**Selected gate families**

(3 px per um)
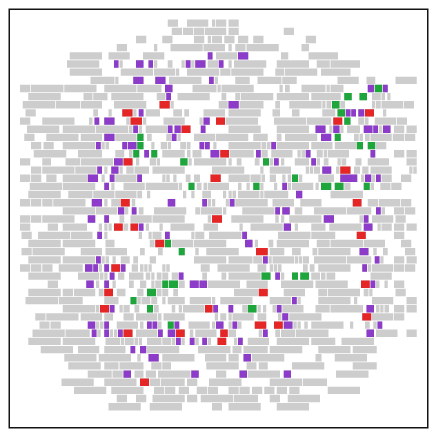
**Placed cells, one color a class**

(3 px per um) Fill, decap, tap and diode cells in gray.
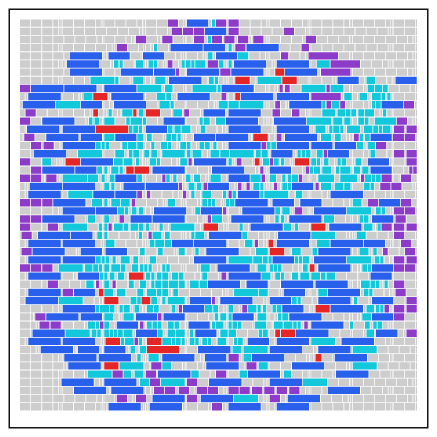
**Congestion heat map**

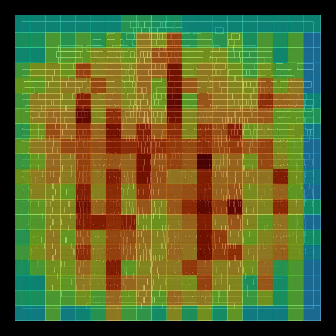
**Cells by drive strength**

(3 px per um)
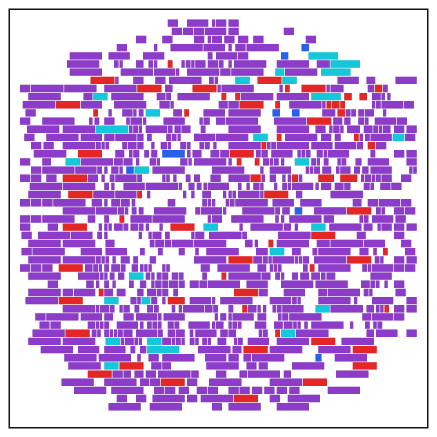
==> config.mk <==
export PLATFORM = sky130hd
export DESIGN_NAME = pc_sequencer
export DESIGN_NICKNAME = d
export VERILOG_FILES = /design/src/rtl/pc_pkg.sv /design/src/rtl/pc_ras.sv /design/src/rtl/pc_sequencer.sv
export SDC_FILE = /design/constraint.sdc
export NUM_CORES = 1
export LEC_CHECK = 0
export CAP_MARGIN = 20
export CORE_MARGIN = 3
export CORE_UTILIZATION = 51
export CTS_BUF_LIST = sky130_fd_sc_hd__clkbuf_8
export DETAILED_ROUTE_END_ITERATION = 10
export GPL_ROUTABILITY_DRIVEN = 0
export GPL_TIMING_DRIVEN = 0
export PLACE_DENSITY = 0.74
export RECOVER_POWER = 50
export SETUP_SLACK_MARGIN = 0.4
export SYNTH_ARGS = -nofsm -noshare
export SYNTH_HDL_FRONTEND = slang
export SYNTH_HIERARCHICAL = 1
export SYNTH_SLANG_ARGS = --single-unit
==> constraint.sdc <==
create_clock -name i_clock -period 6.2 [get_ports i_clock]
set_input_delay 1.86 -clock i_clock [delete_from_list [all_inputs] [get_ports i_clock]]
set_output_delay 1.86 -clock i_clock [all_outputs]
set_load 0.02 [all_outputs]
==> metrics.cfg <==
[worst_setup_path]
path_common_cell = clkbuf_1
cp_top_family = simple AND/OR/NAND/NOR gates
endpoint_kind = flip-flop
r2r_cells = 7
cpMaxStageDelayCell = nor4b_2
crit_arrival_ns = 5.22
r2r_setup_slack_ns = 2.94
start_kind = primary input

[logic_synthesis]
synth_compound_gate_area_share_pct = 12.7
postSynthCellCount = 739
ys_top_cells_by_area = edfxtp_1 43%, dfxtp_1 16%, mux4_2 8.0%
synth-edff-count = 128

[placement]
hpwl_um = 18200

[route]
wl_met2_um = 12100

[die]
taps = 225

[power_and_ir_drop]
combinationalPower_mw = 0.192

[grt]
grt_pass1_vias = 6838
track_usage_pct = 27.3

[clock_network]
cts_tree = yes
cts_hold_buf = 0
postCtsSetupRepairBufs = 0
clkTransAtPathRegs_ns = 0.10

[outcome]
status = completed

[cells_and_area]
clkbuf_count = 18
fillers = 1340
final_nets = 915

[sta]
max_freq_ghz = 0.208

Back to the opening pictures, 'selected gate families':
family	color	cells	most used
non-inverting ao/oa cells	red	33	a22o_1
aoi and oai cells	purple	133	a21oi_1
and/or cells	green	33	or3_1
Cell Count, Final, Fillers Out: 1,107
Comb area share: 31.1%

Back to the opening pictures, 'placed cells, one color a class':
class	color	cells
clock drivers and dummy loads	red	32
remaining buffers and delay cells	purple	172
remaining logic cells	cyan	478
registers	blue	200
Core ar.: 17,300 um^2
fin util: 62.4%
Design Area, Final: 10,800 um^2
# rows: 48
flop share of the area: 48.9%

Back to the opening pictures, 'congestion heat map':
grt met3 use: 6.69%
DR WL/cell: 23.8 um

Back to the opening pictures, 'cells by drive strength':
size	color	cells	share
x3 and x4	blue	8	0.91%
x1 and smaller	purple	780	88%
x6 and larger	cyan	27	3.1%
x2	red	67	7.6%
P&R area growth vs syn: 19.7%
Non-clk bufs: 172
final setup margin: 1.38 ns

-- through the flow --
| step | area, um^2 | cells | setup WS (ns) | util [%] |
|---|---|---|---|---|
| finish | 10800 | 1107 | 1.38 | 62.4 |
| global route | 10800 | 1107 | 1.28 | 62.4 |
| CTS | 10900 | 1107 | 1.50 | 62.9 |
| detailed placement | 10500 | 1075 | 0.989 | 60.7 |
| global placement | 10400 | 1071 | 0.780 | 60.0 |
| floorplan | 9030 | 739 | 2.08 | - |
-- metal layers --
layer | up-vias | global-route usage [%]
li1 | 3060 | -
met5 | - | 0
met3 | 71 | 6.69
met1 | 3435 | 37.7
met2 | 467 | 42.8
met4 | 0 | 9.47
